<file path="src/rtl/dbuffer_access_ctrl_if.sv">
// Bundle of the pipeline-side and data-buffer-side signals of the MEM-stage
// data-buffer access controller. The controller uses the slave modport.
interface dbuffer_access_ctrl_if;
   logic [31:0] address;
   logic [2:0]  func3;
   logic        load;
   logic        store;
   logic        addr_ok;
   logic [31:0] store_data;
   logic        mem_req;
   logic        mem_we;
   logic [31:0] mem_addr;
   logic [3:0]  mem_be;
   logic [31:0] mem_wdata;
   logic [31:0] mem_rdata;
   logic        mem_ack;
   logic        stall;
   logic        load_valid;
   logic [31:0] load_data;
   logic        bus_err;

   modport master (
      output address, func3, load, store, addr_ok, store_data, mem_rdata, mem_ack,
      input  mem_req, mem_we, mem_addr, mem_be, mem_wdata, stall, load_valid, load_data, bus_err
   );

   modport slave (
      input  address, func3, load, store, addr_ok, store_data, mem_rdata, mem_ack,
      output mem_req, mem_we, mem_addr, mem_be, mem_wdata, stall, load_valid, load_data, bus_err
   );
endinterface

</file>
<file path="src/rtl/dbuffer_access_ctrl.sv">
// MEM-stage data-buffer access controller: one req/ack transaction per load/store.
// Optional ack watchdog enabled by defining DBUF_TIMEOUT_EN.
module dbuffer_access_ctrl #(
   parameter int TIMEOUT_CYCLES = 16
) (
   input  logic                 clk,
   input  logic                 rst,
   dbuffer_access_ctrl_if.slave bus
);
   typedef enum logic [1:0] {IDLE, REQ, DONE} state_t;

   if (TIMEOUT_CYCLES < 1) begin : g_bad_timeout
      $error("TIMEOUT_CYCLES must be at least 1");
   end

   state_t      state_q, state_d;
   logic        mem_req_q, mem_req_d;
   logic        mem_we_q, mem_we_d;
   logic [31:0] mem_addr_q, mem_addr_d;
   logic [3:0]  mem_be_q, mem_be_d;
   logic [31:0] mem_wdata_q, mem_wdata_d;
   logic [31:0] load_data_q, load_data_d;
   logic        load_valid_q, load_valid_d;
   logic        is_load_q, is_load_d;
   logic [2:0]  f3_q, f3_d;
   logic [1:0]  a_lo_q, a_lo_d;

   logic        start;
   logic        timeout;
   logic [3:0]  be_calc;
   logic [31:0] wdata_calc;
   logic [31:0] shifted;
   logic [31:0] ext;

   // rst in start keeps stall low while reset is held, even with a load pending.
   assign start = ~rst & (state_q == IDLE) & (bus.load | bus.store) & bus.addr_ok;

   always_comb begin
      case (bus.func3[1:0])
         2'b00: begin
            be_calc    = 4'b0001 << bus.address[1:0];
            wdata_calc = {4{bus.store_data[7:0]}};
         end
         2'b01: begin
            be_calc    = 4'b0011 << {bus.address[1], 1'b0};
            wdata_calc = {2{bus.store_data[15:0]}};
         end
         default: begin
            be_calc    = 4'b1111;
            wdata_calc = bus.store_data;
         end
      endcase
   end

   always_comb begin
      shifted = bus.mem_rdata >> {a_lo_q, 3'b000};
      case (f3_q)
         3'b000:  ext = {{24{shifted[7]}}, shifted[7:0]};
         3'b001:  ext = {{16{shifted[15]}}, shifted[15:0]};
         3'b100:  ext = {24'b0, shifted[7:0]};
         3'b101:  ext = {16'b0, shifted[15:0]};
         default: ext = shifted;
      endcase
   end

   always_comb begin
      state_d      = state_q;
      mem_req_d    = mem_req_q;
      mem_we_d     = mem_we_q;
      mem_addr_d   = mem_addr_q;
      mem_be_d     = mem_be_q;
      mem_wdata_d  = mem_wdata_q;
      load_data_d  = load_data_q;
      load_valid_d = 1'b0;
      is_load_d    = is_load_q;
      f3_d         = f3_q;
      a_lo_d       = a_lo_q;
      case (state_q)
         IDLE: begin
            if (start) begin
               state_d     = REQ;
               mem_req_d   = 1'b1;
               // load and store together behaves as a store
               mem_we_d    = bus.store;
               mem_addr_d  = {bus.address[31:2], 2'b00};
               mem_be_d    = be_calc;
               mem_wdata_d = wdata_calc;
               is_load_d   = ~bus.store;
               f3_d        = bus.func3;
               a_lo_d      = bus.address[1:0];
            end
         end
         REQ: begin
            if (bus.mem_ack || timeout) begin
               state_d   = DONE;
               mem_req_d = 1'b0;
               mem_we_d  = 1'b0;
               mem_be_d  = 4'b0000;
               if (bus.mem_ack && is_load_q) begin
                  load_data_d  = ext;
                  load_valid_d = 1'b1;
               end
            end
         end
         DONE:    state_d = IDLE;
         default: state_d = IDLE;
      endcase
   end

   always_ff @(posedge clk or posedge rst) begin
      if (rst) begin
         state_q      <= IDLE;
         mem_req_q    <= 1'b0;
         mem_we_q     <= 1'b0;
         mem_addr_q   <= 32'h0;
         mem_be_q     <= 4'h0;
         mem_wdata_q  <= 32'h0;
         load_data_q  <= 32'h0;
         load_valid_q <= 1'b0;
         is_load_q    <= 1'b0;
         f3_q         <= 3'b000;
         a_lo_q       <= 2'b00;
      end else begin
         state_q      <= state_d;
         mem_req_q    <= mem_req_d;
         mem_we_q     <= mem_we_d;
         mem_addr_q   <= mem_addr_d;
         mem_be_q     <= mem_be_d;
         mem_wdata_q  <= mem_wdata_d;
         load_data_q  <= load_data_d;
         load_valid_q <= load_valid_d;
         is_load_q    <= is_load_d;
         f3_q         <= f3_d;
         a_lo_q       <= a_lo_d;
      end
   end

`ifdef DBUF_TIMEOUT_EN
   localparam int CW = $clog2(TIMEOUT_CYCLES) + 1;

   logic [CW-1:0] cnt_q, cnt_d;
   logic          bus_err_q, bus_err_d;

   // cnt_q counts completed REQ cycles; the last allowed one triggers the abort.
   assign timeout = (state_q == REQ) && (cnt_q == CW'(TIMEOUT_CYCLES - 1));

   always_comb begin
      cnt_d = cnt_q;
      if (start) begin
         cnt_d = '0;
      end else if (state_q == REQ) begin
         cnt_d = cnt_q + CW'(1);
      end
      bus_err_d = (state_q == REQ) && !bus.mem_ack && timeout;
   end

   always_ff @(posedge clk or posedge rst) begin
      if (rst) begin
         cnt_q     <= '0;
         bus_err_q <= 1'b0;
      end else begin
         cnt_q     <= cnt_d;
         bus_err_q <= bus_err_d;
      end
   end

   assign bus.bus_err = bus_err_q;
`else
   assign timeout     = 1'b0;
   assign bus.bus_err = 1'b0;
`endif

   assign bus.mem_req    = mem_req_q;
   assign bus.mem_we     = mem_we_q;
   assign bus.mem_addr   = mem_addr_q;
   assign bus.mem_be     = mem_be_q;
   assign bus.mem_wdata  = mem_wdata_q;
   assign bus.load_data  = load_data_q;
   assign bus.load_valid = load_valid_q;
   assign bus.stall      = start | (state_q == REQ);
endmodule

</file>
<file path="src/flat_wrapper.sv">
// flat-port wrapper written by rule: the top's interface ports become plain ports
module dbuffer_access_ctrl_flat 
#(
   parameter int TIMEOUT_CYCLES = 16
)
  (clk, rst, bus_address, bus_func3, bus_load, bus_store, bus_addr_ok, bus_store_data, bus_mem_rdata, bus_mem_ack, bus_mem_req, bus_mem_we, bus_mem_addr, bus_mem_be, bus_mem_wdata, bus_stall, bus_load_valid, bus_load_data, bus_bus_err);
  dbuffer_access_ctrl_if bus_i ();
  input  logic clk;
  input  logic rst;
  input wire logic [$bits(bus_i.address)-1:0] bus_address;
  input wire logic [$bits(bus_i.func3)-1:0] bus_func3;
  input wire logic [$bits(bus_i.load)-1:0] bus_load;
  input wire logic [$bits(bus_i.store)-1:0] bus_store;
  input wire logic [$bits(bus_i.addr_ok)-1:0] bus_addr_ok;
  input wire logic [$bits(bus_i.store_data)-1:0] bus_store_data;
  input wire logic [$bits(bus_i.mem_rdata)-1:0] bus_mem_rdata;
  input wire logic [$bits(bus_i.mem_ack)-1:0] bus_mem_ack;
  output wire logic [$bits(bus_i.mem_req)-1:0] bus_mem_req;
  output wire logic [$bits(bus_i.mem_we)-1:0] bus_mem_we;
  output wire logic [$bits(bus_i.mem_addr)-1:0] bus_mem_addr;
  output wire logic [$bits(bus_i.mem_be)-1:0] bus_mem_be;
  output wire logic [$bits(bus_i.mem_wdata)-1:0] bus_mem_wdata;
  output wire logic [$bits(bus_i.stall)-1:0] bus_stall;
  output wire logic [$bits(bus_i.load_valid)-1:0] bus_load_valid;
  output wire logic [$bits(bus_i.load_data)-1:0] bus_load_data;
  output wire logic [$bits(bus_i.bus_err)-1:0] bus_bus_err;
  assign bus_i.address = bus_address;
  assign bus_i.func3 = bus_func3;
  assign bus_i.load = bus_load;
  assign bus_i.store = bus_store;
  assign bus_i.addr_ok = bus_addr_ok;
  assign bus_i.store_data = bus_store_data;
  assign bus_i.mem_rdata = bus_mem_rdata;
  assign bus_i.mem_ack = bus_mem_ack;
  assign bus_mem_req = bus_i.mem_req;
  assign bus_mem_we = bus_i.mem_we;
  assign bus_mem_addr = bus_i.mem_addr;
  assign bus_mem_be = bus_i.mem_be;
  assign bus_mem_wdata = bus_i.mem_wdata;
  assign bus_stall = bus_i.stall;
  assign bus_load_valid = bus_i.load_valid;
  assign bus_load_data = bus_i.load_data;
  assign bus_bus_err = bus_i.bus_err;
  dbuffer_access_ctrl #(.TIMEOUT_CYCLES(TIMEOUT_CYCLES)) u_core (.clk(clk), .rst(rst), .bus(bus_i));
endmodule
</file>
<file path="config.mk">
export PLATFORM = sky130hd
export DESIGN_NAME = dbuffer_access_ctrl_flat
export DESIGN_NICKNAME = d
export VERILOG_FILES = /design/src/rtl/dbuffer_access_ctrl_if.sv /design/src/rtl/dbuffer_access_ctrl.sv /design/src/flat_wrapper.sv
export SDC_FILE = /design/constraint.sdc
export NUM_CORES = 1
export LEC_CHECK = 0
export CORE_MARGIN = 5
export CORE_UTILIZATION = 46
export CTS_CLUSTER_DIAMETER = 150
export DETAILED_ROUTE_END_ITERATION = 8
export PLACE_DENSITY = 0.91
export SLEW_MARGIN = 20
export SYNTH_ARGS = -nofsm -noshare
export SYNTH_HDL_FRONTEND = slang
export SYNTH_SLANG_ARGS = --single-unit
</file>
<file path="constraint.sdc">
create_clock -name clk -period 6 [get_ports clk]
set_clock_uncertainty 0.15 [all_clocks]
set_input_delay 1.5 -clock clk [delete_from_list [all_inputs] [get_ports clk]]
set_output_delay 1.5 -clock clk [all_outputs]
set_load 0.02 [all_outputs]
</file>
**Run 1: wiring heat map**

23 x 23 tiles, from dark blue (low) to red (high), scaled to the fullest tile. Values are wire area over tile area, all layers added.
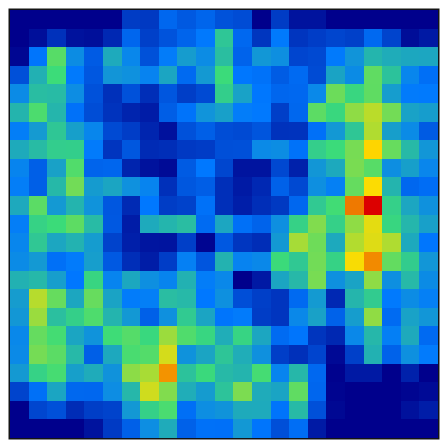
7.8% of the tiles are nearly empty. The fullest tile reaches 0.68. The densest ninth of the die: right middle. The emptiest ninth of the die: bottom right. The mean over all tiles is 0.19. 12% of the tiles are over half the peak.

**Run 1: placed standard cells**

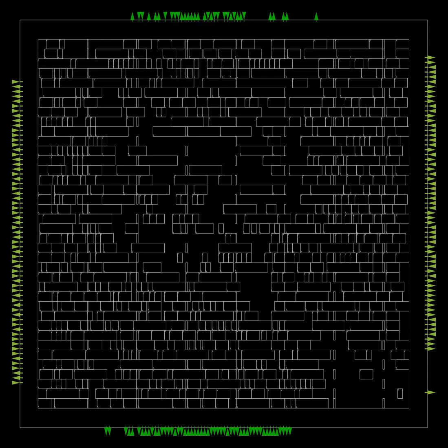
core area: 10700 um2
seq_cells: 109
sequential share of cell area: 37.3%
row count: 38

**Run 1: routed clock nets over the placement**

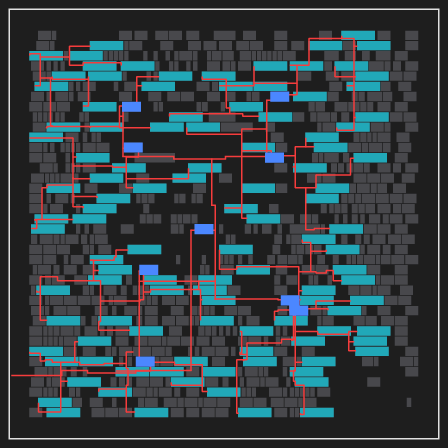
cells driving clock nets: shown in blue, count 9. clock wires: shown in red, length 1290 um. flip-flops: shown in cyan, count 109.
Position of the flops: spread over the die.

==> reports/qor.yml, run 1 <==
yosys_warnings: 0
power_frac_seq_pct: 39.2
xor_share_pct: 0
syn_inst: 526
edf_count: 0
worst_r2r_startpoint: "u_core.a_lo_q[1]"
whs_path_depth: 2
cts_resized: 0
die_h_um: 114
cts_sinks: 109
worstSetupStartpointType: "input pin"
status: "finished, final reports clean"
combGateArea_um2: 2090
dr.pass1.iters: 5
ys_seq_share_pct: 54.6
critPathLaunch: "rst"
clkLatencyLatePin_ns: 0.36
post_synth.cell_area_avg_um2: 9.50
rr_worst_depth: 4
pwr-share-clk_pct: 15.8
layout.cells.non_filler: 860
post_cts_buffers: 0
grtUsageMet3_pct: 7.82
cts_root_buffer: "clkbuf_8"
use_met2_pct: 38.4
cts_buffers: 9
nClkBuffers: 10
synthAdderAreaFrac_pct: 0
layout_top_cells: "clkdlybuf4s50_1, nand2_1, dfrtp_1"
place_area_um2: 7110
fin_setup_tns_ns: 0
cp_common_cell: "clkdlybuf4s50_1"
grt_pass1_wl_mm: 24.0
use_met1_pct: 27.4
htree_levels: 3
r2r-end: "u_core.bus.load_data[9]"
netlist.area_leader.share_pct: 54.6
final.min_clock_period_ns: 4.82
flop_cell: "dfrtp_1"
power_density_nw_per_um2: 393
common_cells: "nand2_1, dfrtp_1, mux2i_1, o21ai_0, a21oi_1"
slowest_delay_ns: 0.60
drc: 0
area_growth_pct: 46.3
cp.depth: 5
flop_area_um2: 2730
final_area_um2: 7310
dieWidth_um: 114
syn_area_um2: 5000
hpwlAfterDp_mm: 11.1
rrSetupSlack_ns: 3.48
timing.hold.ws_ns: 0.336
grt_max_degree: 99
end_kind: "output pin"
crit_buf_inv: 2
top_power_group: "combinational logic"
place_inst: 844
cp_max_fo: 3
area_leaders: "dfrtp_1, nand2_1, mux2i_1"
dr_wl_met3_mm: 1.49
num_vias: 4528
synthSimpleGateAreaFrac_pct: 18.3
dr_wl_met2_mm: 7.17
met1_length_mm: 5.73
nWellTaps: 140
grt_pass1_vias: 4753
antenna_found_initial: 0
num_io_pins: 210
buffer_area_share_pct: 28.6
final_layout_size_suffix_gt1_share_pct: 5.14
peakVddDrop_v: 0.000270
comb_share_pct: 28.6
ys_sh_aoi_pct: 12.9
crit_path_cell_trace: "clkdlybuf4s50_1 -> nor4b_4 -> o21ai_4 -> nand2_1 -> clkdlybuf4s50_1"
p_leak_nw: 3.30
cp.arrival_ns: 3.17
nFillCells: 835
warning_count: 26
vias_per_cell: 5.27
post-synth-top-count-cell: "nand2_1"
fin_crit_sh_pct: 80.3
hp-class: "reg2reg"
ant_nets: 0
busiest_layer: "met2"
mux_share_pct: 10.2
max_freq_mhz: 208
synthArstFlopShare_pct: 100
final_util_pct: 68.0
nNonClkBuffers: 210
antenna-diode-count: 0
==> run 2: changes to the inputs <==
--- a/config.mk
+++ b/config.mk
@@ -6,10 +6,10 @@
 export NUM_CORES = 1
 export LEC_CHECK = 0
 export CORE_MARGIN = 5
-export CORE_UTILIZATION = 46
+export CORE_UTILIZATION = 39
 export CTS_CLUSTER_DIAMETER = 150
 export DETAILED_ROUTE_END_ITERATION = 8
-export PLACE_DENSITY = 0.91
+export PLACE_DENSITY = 0.82
 export SLEW_MARGIN = 20
 export SYNTH_ARGS = -nofsm -noshare
 export SYNTH_HDL_FRONTEND = slang
==> constraint.sdc (replaced) <==
create_clock -name clk -period 4.2 [get_ports clk]
set_clock_uncertainty 0.15 [all_clocks]
set_input_delay 1.05 -clock clk [delete_from_list [all_inputs] [get_ports clk]]
set_output_delay 1.05 -clock clk [all_outputs]
set_load 0.02 [all_outputs]
**Run 2: routed clock nets over the placement**

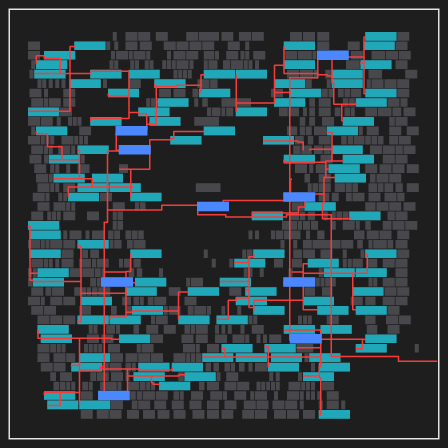
clock wires: shown in red, length 1320 um. cells driving clock nets: shown in blue, count 9. flip-flops: shown in cyan, count 109.
Position of the flops: spread over the die. There are 10 routed clock nets.

==> reports/qor.yml, run 2 <==
antenna-diode-count: 0
top_power_group: "combinational logic"
cts_buffers: 9
ys_seq_share_pct: 54.6
post_cts_buffers: 0
mux_share_pct: 10.2
netlist.area_leader.share_pct: 54.6
final_layout_size_suffix_gt1_share_pct: 5.25
worstSetupStartpointType: "input pin"
antenna_found_initial: 0
area_leaders: "dfrtp_1, nand2_1, mux2i_1"
p_leak_nw: 3.36
power_density_nw_per_um2: 569
synthAdderAreaFrac_pct: 0
end_kind: "output pin"
nNonClkBuffers: 214
busiest_layer: "met2"
synthArstFlopShare_pct: 100
yosys_warnings: 0
cts_root_buffer: "clkbuf_16"
drc: 0
use_met1_pct: 24.0
critPathLaunch: "rst"
warning_count: 26
dr.pass1.iters: 4
cp.depth: 5
crit_path_cell_trace: "clkdlybuf4s50_1 -> nor4b_4 -> o21ai_4 -> nand2_1 -> clkdlybuf4s50_1"
hpwlAfterDp_mm: 11.2
cp_max_fo: 3
area_growth_pct: 49.3
layout_top_cells: "clkdlybuf4s50_1, nand2_1, dfrtp_1"
status: "finished, final reports clean"
whs_path_depth: 2
syn_inst: 526
flops: 109
ys_sh_aoi_pct: 12.9
vias_per_cell: 5.02
dr_wl_met3_mm: 1.48
**Run 2: placed standard cells**

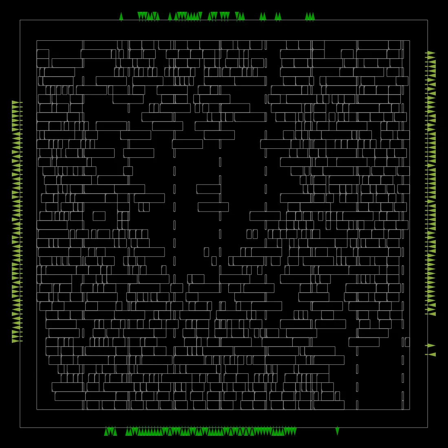
sequential share of cell area: 36.6%
core area: 12600 um2
row count: 41

Power is estimated from default activity; no workload was simulated.
